### src/rtl/layer_sched_ctrl_pkg.sv
// Shared types and constants for the layer scheduler.
// Holds the FSM state enum and its width, the default stall and watchdog
// lengths, the counter width and a one-hot helper for layer enables.
package layer_sched_ctrl_pkg;

  localparam int unsigned STATE_W          = 3;
  localparam int unsigned CNT_W            = 32;
  localparam int unsigned LAYER_IDX_W      = 3;
  localparam int unsigned MAX_LAYERS       = 8;
  localparam int unsigned DEF_STALL_CYCLES = 1000;
  localparam int unsigned DEF_WDOG_CYCLES  = 32'd1 << 24;

  typedef enum logic [STATE_W-1:0] {
    S_IDLE  = 3'd0,
    S_LOAD  = 3'd1,
    S_RUN   = 3'd2,
    S_STALL = 3'd3,
    S_DONE  = 3'd4
  } state_e;

  // One-hot vector for a layer index, sized for the largest legal layer count.
  function automatic logic [MAX_LAYERS-1:0] layer_onehot(input logic [LAYER_IDX_W-1:0] idx);
    return MAX_LAYERS'(1) << idx;
  endfunction

endpackage

### src/rtl/layer_stall_timer.sv
// Loadable 32-bit up-counter with clear and terminal-count detect.
// Ports:
//   clk, rst     clock, asynchronous active-high reset
//   clr_i        force count to zero (highest priority)
//   load_i       load load_val_i into the count
//   load_val_i   value loaded by load_i
//   inc_i        increment the count by one
//   term_i       terminal value compared against the current count
//   tc_c         combinational: current count equals term_i
module layer_stall_timer
  import layer_sched_ctrl_pkg::*;
(
  input  logic             clk,
  input  logic             rst,
  input  logic             clr_i,
  input  logic             load_i,
  input  logic [CNT_W-1:0] load_val_i,
  input  logic             inc_i,
  input  logic [CNT_W-1:0] term_i,
  output logic             tc_c
);

  logic [CNT_W-1:0] cnt_q;
  logic [CNT_W-1:0] cnt_d;

  // Next count: clear beats load beats increment.
  always_comb begin
    cnt_d = cnt_q;
    if (clr_i) begin
      cnt_d = '0;
    end else if (load_i) begin
      cnt_d = load_val_i;
    end else if (inc_i) begin
      cnt_d = cnt_q + CNT_W'(1);
    end
  end

  always_ff @(posedge clk or posedge rst) begin
    if (rst) begin
      cnt_q <= '0;
    end else begin
      cnt_q <= cnt_d;
    end
  end

  assign tc_c = (cnt_q == term_i);

endmodule

### src/rtl/layer_sched_ctrl.sv
// Sequences NUM_LAYERS layer engines one at a time with a fixed idle gap.
// A run starts when the host enables it and finishes loading the input
// buffer (falling edge of load_we); each layer runs until its own finish
// flag, then STALL_CYCLES idle cycles pass before the next layer starts.
// Optional run watchdog: define LAYER_SCHED_WDOG_EN.
// Ports:
//   clk, rst     clock, asynchronous active-high reset
//   en           host run enable; low aborts the sequence
//   load_we      host input-buffer write enable
//   layer_fin    per-layer work finished (level)
//   layer_en     per-layer enable, one-hot or zero
//   cur_layer    index of the active or pending layer
//   busy         high whenever the FSM is not idle
//   done         one-cycle pulse on sequence completion
//   err          sticky watchdog error (constant 0 without the watchdog)
module layer_sched_ctrl
  import layer_sched_ctrl_pkg::*;
#(
  parameter int unsigned NUM_LAYERS   = 5,
  parameter int unsigned STALL_CYCLES = DEF_STALL_CYCLES,
  parameter int unsigned WDOG_CYCLES  = DEF_WDOG_CYCLES
) (
  input  logic                   clk,
  input  logic                   rst,
  input  logic                   en,
  input  logic                   load_we,
  input  logic [NUM_LAYERS-1:0]  layer_fin,
  output logic [NUM_LAYERS-1:0]  layer_en,
  output logic [LAYER_IDX_W-1:0] cur_layer,
  output logic                   busy,
  output logic                   done,
  output logic                   err
);

  localparam logic [CNT_W-1:0]       STALL_TERM = CNT_W'(STALL_CYCLES - 1);
  localparam logic [LAYER_IDX_W-1:0] LAST_LAYER = LAYER_IDX_W'(NUM_LAYERS - 1);

  state_e                 state_q;
  logic [NUM_LAYERS-1:0]  layer_en_q;
  logic [LAYER_IDX_W-1:0] cur_layer_q;
  logic                   busy_q;
  logic                   done_q;
  logic                   load_we_q;
  logic                   negedge_we_c;
  logic                   fin_cur_c;
  logic                   stall_tc_c;

  assign negedge_we_c = !load_we && load_we_q;

  // layer_en_q is the one-hot of cur_layer in RUN and zero elsewhere, so this
  // masks out non-current finish bits and all finish bits outside RUN.
  assign fin_cur_c = |(layer_fin & layer_en_q);

  // Stall counter: held at zero outside STALL, so it starts at 0 on entry.
  layer_stall_timer u_stall_timer (
    .clk        (clk),
    .rst        (rst),
    .clr_i      (state_q != S_STALL),
    .load_i     (1'b0),
    .load_val_i ('0),
    .inc_i      (state_q == S_STALL),
    .term_i     (STALL_TERM),
    .tc_c       (stall_tc_c)
  );

`ifdef LAYER_SCHED_WDOG_EN
  localparam logic [CNT_W-1:0] WDOG_TERM = CNT_W'(WDOG_CYCLES - 1);

  logic err_q;
  logic wdog_tc_c;

  // Run watchdog: zero on RUN entry, counts every RUN cycle.
  layer_stall_timer u_wdog_timer (
    .clk        (clk),
    .rst        (rst),
    .clr_i      (state_q != S_RUN),
    .load_i     (1'b0),
    .load_val_i ('0),
    .inc_i      (state_q == S_RUN),
    .term_i     (WDOG_TERM),
    .tc_c       (wdog_tc_c)
  );

  assign err = err_q;
`else
  // Keeps WDOG_CYCLES referenced in builds without the watchdog.
  logic unused_wdog;
  assign unused_wdog = ^CNT_W'(WDOG_CYCLES);
  assign err         = 1'b0;
`endif

  // Sequencer FSM; every output is a register updated alongside the state.
  always_ff @(posedge clk or posedge rst) begin
    if (rst) begin
      state_q     <= S_IDLE;
      layer_en_q  <= '0;
      cur_layer_q <= '0;
      busy_q      <= 1'b0;
      done_q      <= 1'b0;
      load_we_q   <= 1'b0;
`ifdef LAYER_SCHED_WDOG_EN
      err_q       <= 1'b0;
`endif
    end else begin
      load_we_q <= load_we;
      done_q    <= 1'b0;
      case (state_q)
        S_IDLE: begin
          layer_en_q <= '0;
          if (en) begin
            state_q     <= S_LOAD;
            cur_layer_q <= '0;
            busy_q      <= 1'b1;
          end
        end
        S_LOAD: begin
          if (!en) begin
            state_q     <= S_IDLE;
            cur_layer_q <= '0;
            busy_q      <= 1'b0;
          end else if (negedge_we_c) begin
            state_q    <= S_RUN;
            layer_en_q <= NUM_LAYERS'(layer_onehot(cur_layer_q));
          end
        end
        S_RUN: begin
          if (!en) begin
            state_q     <= S_IDLE;
            layer_en_q  <= '0;
            cur_layer_q <= '0;
            busy_q      <= 1'b0;
          end else if (fin_cur_c) begin
            state_q    <= S_STALL;
            layer_en_q <= '0;
          end
`ifdef LAYER_SCHED_WDOG_EN
          else if (wdog_tc_c) begin
            state_q     <= S_IDLE;
            layer_en_q  <= '0;
            cur_layer_q <= '0;
            busy_q      <= 1'b0;
            err_q       <= 1'b1;
          end
`endif
        end
        S_STALL: begin
          if (!en) begin
            state_q     <= S_IDLE;
            cur_layer_q <= '0;
            busy_q      <= 1'b0;
          end else if (stall_tc_c) begin
            if (cur_layer_q == LAST_LAYER) begin
              state_q <= S_DONE;
              done_q  <= 1'b1;
            end else begin
              state_q     <= S_RUN;
              cur_layer_q <= cur_layer_q + LAYER_IDX_W'(1);
              layer_en_q  <= NUM_LAYERS'(layer_onehot(cur_layer_q + LAYER_IDX_W'(1)));
            end
          end
        end
        S_DONE: begin
          // en is deliberately ignored here; a new run starts from IDLE.
          state_q     <= S_IDLE;
          cur_layer_q <= '0;
          busy_q      <= 1'b0;
        end
        default: begin
          state_q     <= S_IDLE;
          layer_en_q  <= '0;
          cur_layer_q <= '0;
          busy_q      <= 1'b0;
        end
      endcase
    end
  end

  assign layer_en  = layer_en_q;
  assign cur_layer = cur_layer_q;
  assign busy      = busy_q;
  assign done      = done_q;

endmodule

### config.mk
export PLATFORM = sky130hd
export DESIGN_NAME = layer_sched_ctrl
export DESIGN_NICKNAME = d
export VERILOG_FILES = /design/src/rtl/layer_sched_ctrl_pkg.sv /design/src/rtl/layer_stall_timer.sv /design/src/rtl/layer_sched_ctrl.sv
export SDC_FILE = /design/constraint.sdc
export NUM_CORES = 1
export LEC_CHECK = 0
export CAP_MARGIN = 20
export CORE_MARGIN = 4
export CORE_UTILIZATION = 45
export CTS_BUF_LIST = sky130_fd_sc_hd__clkbuf_8
export CTS_CLUSTER_SIZE = 40
export DETAILED_ROUTE_END_ITERATION = 7
export SLEW_MARGIN = 20
export SYNTH_ARGS = -nofsm -noshare
export SYNTH_HDL_FRONTEND = slang
export SYNTH_HIERARCHICAL = 1
export SYNTH_SLANG_ARGS = --single-unit
### constraint.sdc
create_clock -name clk -period 3.4 [get_ports clk]
set_input_delay 1.02 -clock clk [delete_from_list [all_inputs] [get_ports clk]]
set_output_delay 1.02 -clock clk [all_outputs]
set_load 0.01 [all_outputs]
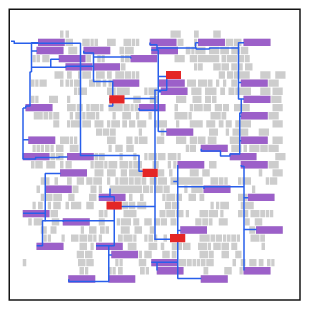
Run 1: clock distribution
Drawn at 3 px/um.
Key: clock wires = blue [length 706 um]; clock drivers = red [count 5]; flip-flops = purple [count 46]
There are 6 routed clock nets. Position of the flops: all over the die.

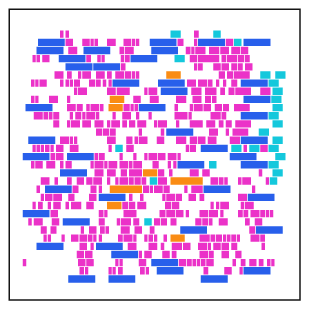
Run 1: placed cells, one colour a class
Drawn at 3 px/um.
Key: combinational and other logic = magenta [cells 395, share of their area 62%]; flops = blue [cells 46, share of their area 29%]; other buffers and delay cells = cyan [cells 25, share of their area 5.8%]; clock drivers and dummy loads = orange [cells 8, share of their area 3.6%]

==> run_results.csv, run 1 <==
group,metric,value,unit
synth,ys_area,3520,um^2
placement,gp_congestion,0.881,
final_timing,fin_crit_sh,80.6,%
critical_path,r2r_end,"u_stall_timer/cnt_q[20]",
final_timing,post-route-min-period,2.74,ns
global_route,globalRouteOverflowTotal,0,
global_route,grt_usage,20.4,%
floorplan,chipArea,9300,um^2
placement,pre_cts_ws,0.660,ns
critical_path,crit_chain,"nand3b_4, inv_1, nand4_2, or4_1, or4_1, a311oi_1",
finish,mostFrequentLayoutCells,"67 x conb_1, 46 x dfrtp_1, 34 x xor2_1, 29 x nand2_1, 25 x nor2_1",
routing,routed-via-count,3179,
critical_path,crit_buf_inv,1,
finish,area_growth,16.7,%
floorplan,io_pins,20,
synth,ys_cells,407,
routing,drt-vias-per-instance,5.55,
final_timing,slew-limit-headroom,55.5,%
critical_path,cp-start-kind,"flop",
routing,dr.pass1.iters,4,
final_timing,finalMaxSlewViolations,0,
final_timing,finalSetupViolCount,0,
clocking,holdBufCountCts,0,
synth,synth.area.top_cells,"dfrtp_1 33%, xor2_1 8.5%, nand2_1 3.1%",
final_timing,hold_viol,0,
synth,synth.cell_area,3520,um^2
worst_hold_path,hold_end,"layer_en[1]",
final_timing,hold_slack,0.544,ns
critical_path,cpPeakStageDelay,0.73,ns
synth,numSynthFlops,46,
critical_path,crit_required,3.61,ns
pwr,p_leak,1.73,nW
global_route,antenna_found_initial,0,
final_timing,tns,0,ns
critical_path,cp_max_fo,13,
final_timing,setup_ws,0.660,ns
status,outcome,"complete, no violations",
clocking,post_cts.repair.setup_buffers,0,
synth,avgSynthCellArea,8.65,um^2
clocking,cts_tree,"done",
synth,ff_type,"dfrtp_1",
clocking,htreeDepth,2,
routing,drt_iter0_drc,137,
synth,ys_warn_count,6,
finish,drive_gt1_share,5.70,%
clocking,clk_latency,0.31,ns
synth,synth.top_cell.area_share,32.7,%
placement,place_inst,565,
clocking,cts_made_buffers,5,
pwr,ir_drop,170,uV
clocking,cts.path.max_buffers,2,
synth,syn_inst,407,
critical_path,crit_family,"simple AND/OR/NAND/NOR gates",
worst_hold_path,hold_start,"layer_en[1]",
worst_hold_path,worstHoldPathCells,1,
finish,final_nets,485,
critical_path,rrSetupSlack,0.66,ns
synth,synth-edff-count,0,
critical_path,r2r_cells,6,
critical_path,startpoint,"state_q[2]",
placement,dpl.hpwl,6.29,mm
final_timing,worst_pin_slew,0.662,ns
floorplan,fp_util,47.5,%
critical_path,cp_slowest_cell,"or4_1",
final_timing,rsz0062_at_grt,"no",
floorplan,fp-row-count,31,
floorplan,die.size.y,96.5,um
routing,drc,0,
critical_path,worstPathArrival,2.95,ns
flow_run,warnings,27,
critical_path,crit_type,"reg -> reg",
finish,lay_top_count,"conb_1",
flow_run,cap_violations,0,
global_route,grt_pass1_wl,14.6,mm
synth,synth_cell_type_count,66,
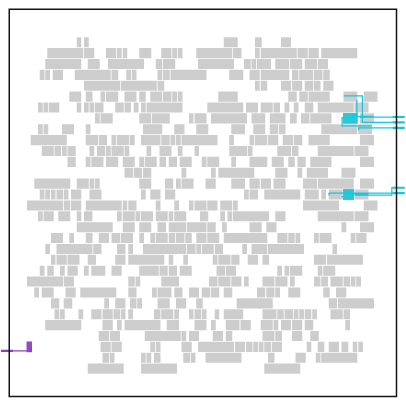
Run 1: I/O nets highlighted
Drawn at 4 px/um.
Key: `layer_fin` = cyan [bits 5, direction input, end cells 2, wire 90.7 um]; `err` = purple [bits 1, direction output, end cells 1, wire 5.70 um]

run 1: worst reg2reg max path, delay by kind of cell (launching register included):
family	cells	cell delay, ns
compound gates	1	0.26
buf+inv	1	0.12
flops	1	0.50
simple gates	4	1.76
run 1: where the power goes:
group / leakage, nW / internal (mW) / total (mW) / switching [mW]
clock network: 0.0714 / 0.314 / 0.516 / 0.203
logic: 1.03 / 0.215 / 0.474 / 0.259
registers: 0.630 / 0.600 / 0.677 / 0.0773
total: 1.73 / 1.13 / 1.67 / 0.539
run 1: worst max path at each step:
stage,end,slack [ns],cells past startpoint
floorplan,u_stall_timer/cnt_q[20],0.79,9
global placement,layer_en[0],0.69,5
detailed placement,layer_en[4],0.66,5
CTS,u_stall_timer/cnt_q[20],0.66,6
global route,u_stall_timer/cnt_q[20],0.48,6
finish,u_stall_timer/cnt_q[20],0.66,6
run 1: logic make-up after synthesis:
logic type | count (synthesis) | share of synthesized area, %
DFF | 46 | 32.7
muxes | 9 | 3.13
AOI/OAI and AO/OA | 87 | 17.7
adders and majority gates | 3 | 1.07
other | 2 | 0.213
and+or+nand+nor | 168 | 28.0
xor gates and xnor gates | 45 | 11.2
buffers and inverters | 47 | 6.08
run 1: final cells by class:
cell class	count	area, um^2
Timing Repair Buffer	25	233
Clock buffer	6	82.6
Multi-Input combinational cell	379	2400
Tap cell	99	124
Clock inverter	2	60.1
Fill cell	732	3300
Sequential cell	46	1150
Inverter	16	60.1
run 1: synthesized netlist by cell type, types with 4 or more instances:
library cell / count
o211ai_1: 10
clkbuf_1: 16
and2_1: 4
buf_4: 4
nand3_1: 11
mux2_4: 4
nor4_1: 14
o31ai_1: 5
nor2_1: 25
or3_1: 5
nand2_1: 29
a21oi_1: 20
dfrtp_1: 46
nor3b_1: 12
a31oi_1: 4
buf_2: 6
mux2i_1: 5
o21ai_0: 10
or4_1: 13
xor2_1: 34
xnor2_1: 11
nand4_1: 17
a311oi_1: 8
inv_1: 15
a211oi_1: 8
nor3_1: 10
run 1: metal layers:
| layer | global-route usage, % | routed length, um | vias to the layer above |
|---|---|---|---|
| met5 | 0 | 0 | - |
| met4 | 5.72 | 115 | 0 |
| met3 | 2.94 | 391 | 10 |
| met2 | 33.1 | 4200 | 70 |
| met1 | 28.3 | 4150 | 1525 |
| li1 | - | - | 1574 |
run 1: registers in the layout (all words and copies together), names as in the netlist:
| name | flops |
|---|---|
| done | 1 |
| u_stall_timer/cnt_q | 32 |
| state_q | 3 |
| layer_en | 5 |
| cur_layer | 3 |
| load_we_q | 1 |
| busy | 1 |
run 1: stage by stage:
| stage | utilization [%] | cell area [um^2] | power, mW |
|---|---|---|---|
| final | 55.5 | 4110 | 1.67 |
| after global routing | 55.5 | 4110 | 1.77 |
| after CTS | 55.5 | 4110 | 1.68 |
| after detailed placement | 53.6 | 3970 | 1.16 |
| after global placement | 53.6 | 3970 | 1.16 |
| after floorplan | - | 3760 | 1.03 |
--- run 2 (diff from run 1) ---
Settings changed: PLACE_DENSITY set to 0.65.
Clock period 3.4 ns to 2.4 ns, I/O delays scaled along.
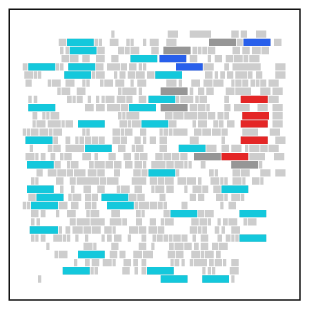
Run 2: sequential cells coloured by netlist name
Drawn at 3 px/um. Other sequential cells in the stronger grey, the rest of the logic in the fainter grey.
Key: `u_stall_timer/cnt_q` = cyan [placed flops 32]; `layer_en` = red [placed flops 5, where east]; `state_q` = blue [placed flops 3]
Another 6 sequential cells are not coloured.
FF+latch area: 1150 um^2
Core Util, Final: 59.4%
Seq power: 0.928 mW
sequential cell area share: 26.2%

==> run 2 against run 1 <==
Net effect: sequential power up 37%; total power increased by 35%; register-to-register slack got worse by 0.58 ns; synthesized cell count stayed put; combinational power increased by 68%; clock skew rose by 0.0066 ns; flip-flop count stayed put; non-clock buffer count rose by 36; sequential share of layout area decreased by 1.8 points; routed wire length grew 6.1%; critical path type unchanged.
==> run_results.csv, run 2 <==
group,metric,value,unit
status,outcome,"complete, no violations",
synth,synth.top_cell.area_share,32.7,%
clocking,clk_latency,0.31,ns
finish,final_nets,521,
synth,ys_cells,407,
floorplan,die.size.y,96.5,um
critical_path,crit_required,2.63,ns
routing,routed-via-count,3342,
critical_path,rrSetupSlack,0.08,ns
worst_hold_path,hold_start,"layer_en[3]",
pwr,p_leak,1.90,nW
routing,wl_met3,486,um
worst_hold_path,worstHoldPathCells,2,
floorplan,fp-row-count,31,
routing,highest_layer,"met4",
finish,regMostFlops,"u_stall_timer/cnt_q",
synth,avgSynthCellArea,8.65,um^2
final_timing,worst_pin_slew,0.534,ns
critical_path,r2r_end,"u_stall_timer/cnt_q[16]",
clocking,cts_tree,"done",
final_timing,hold_slack,0.543,ns
synth,ys_area,3520,um^2
routing,dr.pass1.iters,4,
routing,drc,0,
pwr,pwr-share-seq,41.3,%
synth,ys_top_cells_by_count,"46 x dfrtp_1, 34 x xor2_1, 29 x nand2_1",
clocking,htreeDepth,2,
finish,fillers,661,
routing,drt-vias-per-instance,5.49,
synth,numSynthFlops,46,
final_timing,hold_viol,0,
synth,most_common_cell,"dfrtp_1",
finish,lay_top_count,"conb_1",
final_timing,slew-limit-headroom,64.1,%
synth,synth.comb.largest_family,"simple AND/OR/NAND/NOR gates",
global_route,grt_pass1_wl,15.7,mm
pwr,p_sw_share,37.0,%
synth,synth.cell_area,3520,um^2
pwr,pwr-share-clk,23.3,%
final_timing,post-route-min-period,2.32,ns
synth,synth.area.top_cells,"dfrtp_1 33%, xor2_1 8.5%, nand2_1 3.1%",
pwr,comb_power_share,35.4,%
synth,mux_area_share,3.13,%
final_timing,tns,0,ns
critical_path,r2r_cells,7,
critical_path,worstPathArrival,2.55,ns
routing,drt_iter0_drc,283,
## run 2: cell types whose count changed in the layout (fill, tap and decap cells not counted), sizes merged
cell      delta
buf         +36
bufinv       -2
clkbuf       -1
clkinv       +1
clkinvlp     +1
inv          +1
## run 2: critical path: stages, from the launching register on
cell	delay, ns
dfrtp_1	0.39
nand3b_4	0.17
inv_2	0.10
buf_4	0.22
nand4_4	0.10
or4_4	0.59
or4_1	0.49
a31oi_1	0.18
## run 2: worst max path at each step
| stage | slack (ns) | endpoint | depth (start not counted) | from |
|---|---|---|---|---|
| after detailed placement | 0.02 | layer_en[0] | 5 | layer_fin[1] |
| after global routing | 0.001 | u_stall_timer/cnt_q[20] | 7 | state_q[2] |
| after floorplan | 0.007 | u_stall_timer/cnt_q[23] | 9 | state_q[2] |
| final | 0.08 | u_stall_timer/cnt_q[16] | 7 | state_q[2] |
| after CTS | 0.01 | layer_en[0] | 8 | u_stall_timer/cnt_q[21] |
| after global placement | 0.04 | layer_en[0] | 5 | layer_fin[1] |
## run 2: area by class of cell
type | count | area [um^2] | share of cell area (%)
repair buffers | 61 | 503 | 11.4
clock buffers | 5 | 68.8 | 1.56
flip-flops and latches | 46 | 1150 | 26.2
multi-input cells | 379 | 2460 | 56.0
well taps | 99 | 124 | 2.82
inverters | 16 | 60.1 | 1.37
clock inverters | 3 | 25.0 | 0.569
## run 2: stage by stage
step / instance area [um^2] / setup WS (ns)
finish: 4400 / 0.0826
CTS: 4350 / 0.0129
detailed placement: 4260 / 0.0182
global route: 4400 / 0.00147
floorplan: 3810 / 0.00726
global placement: 4260 / 0.0393
## run 2: repair_timing
item	in CTS	in global routing
pin swaps	0	7
endpoints found under the setup margin	4	9
setup buffers	0	1
gates resized	1	6
## run 2: power groups by stage
| stage | logic, mW | clock network, mW | registers (mW) |
|---|---|---|---|
| global placement | 0.746 | 0 | 0.942 |
| global route | 0.878 | 0.573 | 0.940 |
| floorplan | 0.527 | 0 | 0.943 |
| CTS | 0.760 | 0.543 | 0.929 |
| detailed placement | 0.757 | 0 | 0.944 |
| finish | 0.796 | 0.524 | 0.928 |
## run 2: cell families (layout without fill, tap and decap cells)
logic type                 after synthesis  in the layout
AOI/OAI and AO/OA                       87             87
xor gates and xnor gates                45             45
adders and majority gates                3              3
buffers and inverters                   47             85
DFF                                     46             46
muxes                                    9              9
other                                    2             67
and+or+nand+nor                        168            168
## run 2: per-layer routing
metal  vias up  global-route usage [%]
met2        86                    36.8
met1      1591                    29.5
met3        15                    2.48
met5         -                       0
met4         0                    6.89
li1       1650                       -
--- run 3 (diff from run 2) ---
Settings changed: HOLD_SLACK_MARGIN set to 0.1.
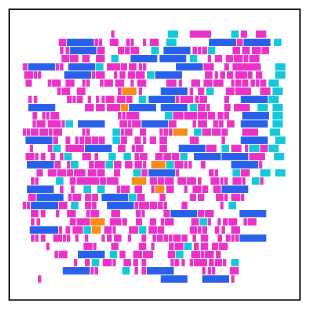
Run 3: placed cells, one colour a class
Drawn at 3 px/um.
Key: other buffers and delay cells = cyan [cells 61, share of their area 12%]; clock drivers and dummy loads = orange [cells 8, share of their area 2.2%]; flops = blue [cells 46, share of their area 27%]; combinational and other logic = magenta [cells 395, share of their area 59%]
fin area: 4400 um^2
core area: 7410 um^2
FP Rows: 31

==> run 3 against run 2 <==
Net effect: total power unchanged; critical path depth unchanged; maximum frequency unchanged; hold slack unchanged; cell count unchanged; sequential power about the same; routed wire length unchanged; non-clock buffer count unchanged; core utilization unchanged; die size unchanged; clock skew unchanged; critical path type unchanged.
==> run_results.csv, run 3 <==
group,metric,value,unit
critical_path,crit_family,"simple AND/OR/NAND/NOR gates",
finish,area_growth,24.9,%
critical_path,crit_required,2.63,ns
synth,synth_cell_type_count,66,
final_timing,post-route-min-period,2.32,ns
final_timing,tns,0,ns
critical_path,crit_type,"reg -> reg",
synth,ys_cells,407,
synth,synth-edff-count,0,
synth,synth.area.top_cells,"dfrtp_1 33%, xor2_1 8.5%, nand2_1 3.1%",
synth,synth-simple-area-share,28.0,%
synth,synth.comb.largest_family,"simple AND/OR/NAND/NOR gates",
clocking,htreeDepth,2,
final_timing,hold_viol,0,
critical_path,cp-start-kind,"flop",
critical_path,rrSetupSlack,0.08,ns
synth,aoi_share,17.7,%
critical_path,r2r_end,"u_stall_timer/cnt_q[16]",
clocking,cts_made_buffers,5,
pwr,comb_power_share,35.4,%
placement,gp_congestion,0.832,
synth,ff_type,"dfrtp_1",
synth,synth_adder_area_share,1.07,%
synth,synth.top_cell.area_share,32.7,%
clocking,clk_latency,0.31,ns
worst_hold_path,hold_start,"layer_en[3]",
critical_path,r2r_cells,7,
finish,lay_top_count,"conb_1",
final_timing,finalSetupViolCount,0,
finish,final_nets,521,
synth,mux_area_share,3.13,%
pwr,ir_drop,237,uV
synth,avgSynthCellArea,8.65,um^2
routing,drt_iter0_drc,283,
synth,ys_area,3520,um^2
clocking,cts_tree,"done",
flow_run,warnings,27,
synth,most_common_cell,"dfrtp_1",
floorplan,io_pins,20,
status,outcome,"complete, no violations",
finish,drive_gt1_share,14.1,%
finish,largest_reg_flops,32,
routing,drt-vias-per-instance,5.49,
flow_run,cap_violations,0,
global_route,antenna_found_initial,0,
critical_path,endpoint,"u_stall_timer/cnt_q[16]",
synth,synth.cell_area,3520,um^2
pwr,power.switching,0.832,mW
routing,drc,0,
finish,mostFrequentLayoutCells,"67 x conb_1, 45 x dfrtp_1, 43 x buf_4, 34 x xor2_1, 29 x nand2_1",
synth,numSynthFlops,46,
finish,regMostFlops,"u_stall_timer/cnt_q",
routing,routed-via-count,3342,
synth,xor_share,11.2,%
final_timing,rsz0062_at_grt,"no",
critical_path,cp_slowest_cell,"or4_4",
synth,ys_warn_count,6,
global_route,grt_pass1_wl,15.7,mm
pwr,pwr-share-clk,23.3,%
global_route,globalRouteOverflowTotal,0,
critical_path,cp_max_fo,11,
clocking,holdBufCountCts,0,
final_timing,finalMaxSlewViolations,0,
pwr,pwr-share-seq,41.3,%
critical_path,crit_buf_inv,2,
synth,ys_top_cells_by_count,"46 x dfrtp_1, 34 x xor2_1, 29 x nand2_1",
run 3: cell counts in the layout (fill, tap and decap cells not counted):
Identical to the previous run, type by type.
run 3: power groups by stage:
stage          Combinational [mW]  Clock (mW)  Sequential, mW
3_3_place_gp                0.746           0           0.942
4_1_cts                     0.760       0.543           0.929
2_1_floorplan               0.527           0           0.943
3_5_place_dp                0.757           0           0.944
6_report                    0.796       0.524           0.928
5_1_grt                     0.878       0.573           0.940
run 3: timing repair:
| item | in CTS | in global routing |
|---|---|---|
| gates resized | 1 | 6 |
| setup buffers | 0 | 1 |
| pin swaps | 0 | 7 |
| endpoints found under the setup margin | 4 | 9 |
run 3: worst register-to-register path, cell delays in order, from the launching register on:
cell and delay (ns):
dfrtp_1 0.39, nand3b_4 0.17, inv_2 0.10, buf_4 0.22, nand4_4 0.10, or4_4 0.59
or4_1 0.49, a31oi_1 0.18
run 3: routing by layer:
layer | global-route usage, % | up-vias | wire, um
li1 | - | 1650 | -
met1 | 29.5 | 1591 | 4240
met2 | 36.8 | 86 | 4490
met3 | 2.48 | 15 | 486
met4 | 6.89 | 0 | 163
met5 | 0 | - | 0
run 3: metrics by stage:
stage               cell area (um^2)  cells  power [mW]  hold slack [ns]  utilization, %
floorplan                       3810    472        1.47            0.553               -
global placement                4260    600        1.69            0.523            57.4
detailed placement              4260    600        1.70            0.527            57.4
CTS                             4350    608        2.23            0.552            58.7
global route                    4400    609        2.39            0.575            59.4
finish                          4400    609        2.25            0.543            59.4
run 3: layout make-up:
cell class	instances	area, um^2	area share (%)
multi-input cells	379	2460	56.0
flip-flops and latches	46	1150	26.2
repair buffers	61	503	11.4
well taps	99	124	2.82
clock buffers	5	68.8	1.56
inverters	16	60.1	1.37
clock inverters	3	25.0	0.569
run 3: how the worst min path moves through the flow:
| stage | to | slack (ns) | cells after the start |
|---|---|---|---|
| after floorplan | busy | 0.55 | 2 |
| after global placement | layer_en[0] | 0.52 | 1 |
| after detailed placement | layer_en[0] | 0.53 | 1 |
| after CTS | layer_en[3] | 0.55 | 2 |
| after global routing | layer_en[2] | 0.57 | 1 |
| final | layer_en[3] | 0.54 | 2 |
run 3: cells by family after synthesis:
family | count (synthesis)
simple gates | 168
compound gates | 87
buf+inv | 47
mux | 9
other cells | 2
xor+xnor | 45
flops | 46
fa+ha+maj | 3
Power and IR drop assume default switching activity.
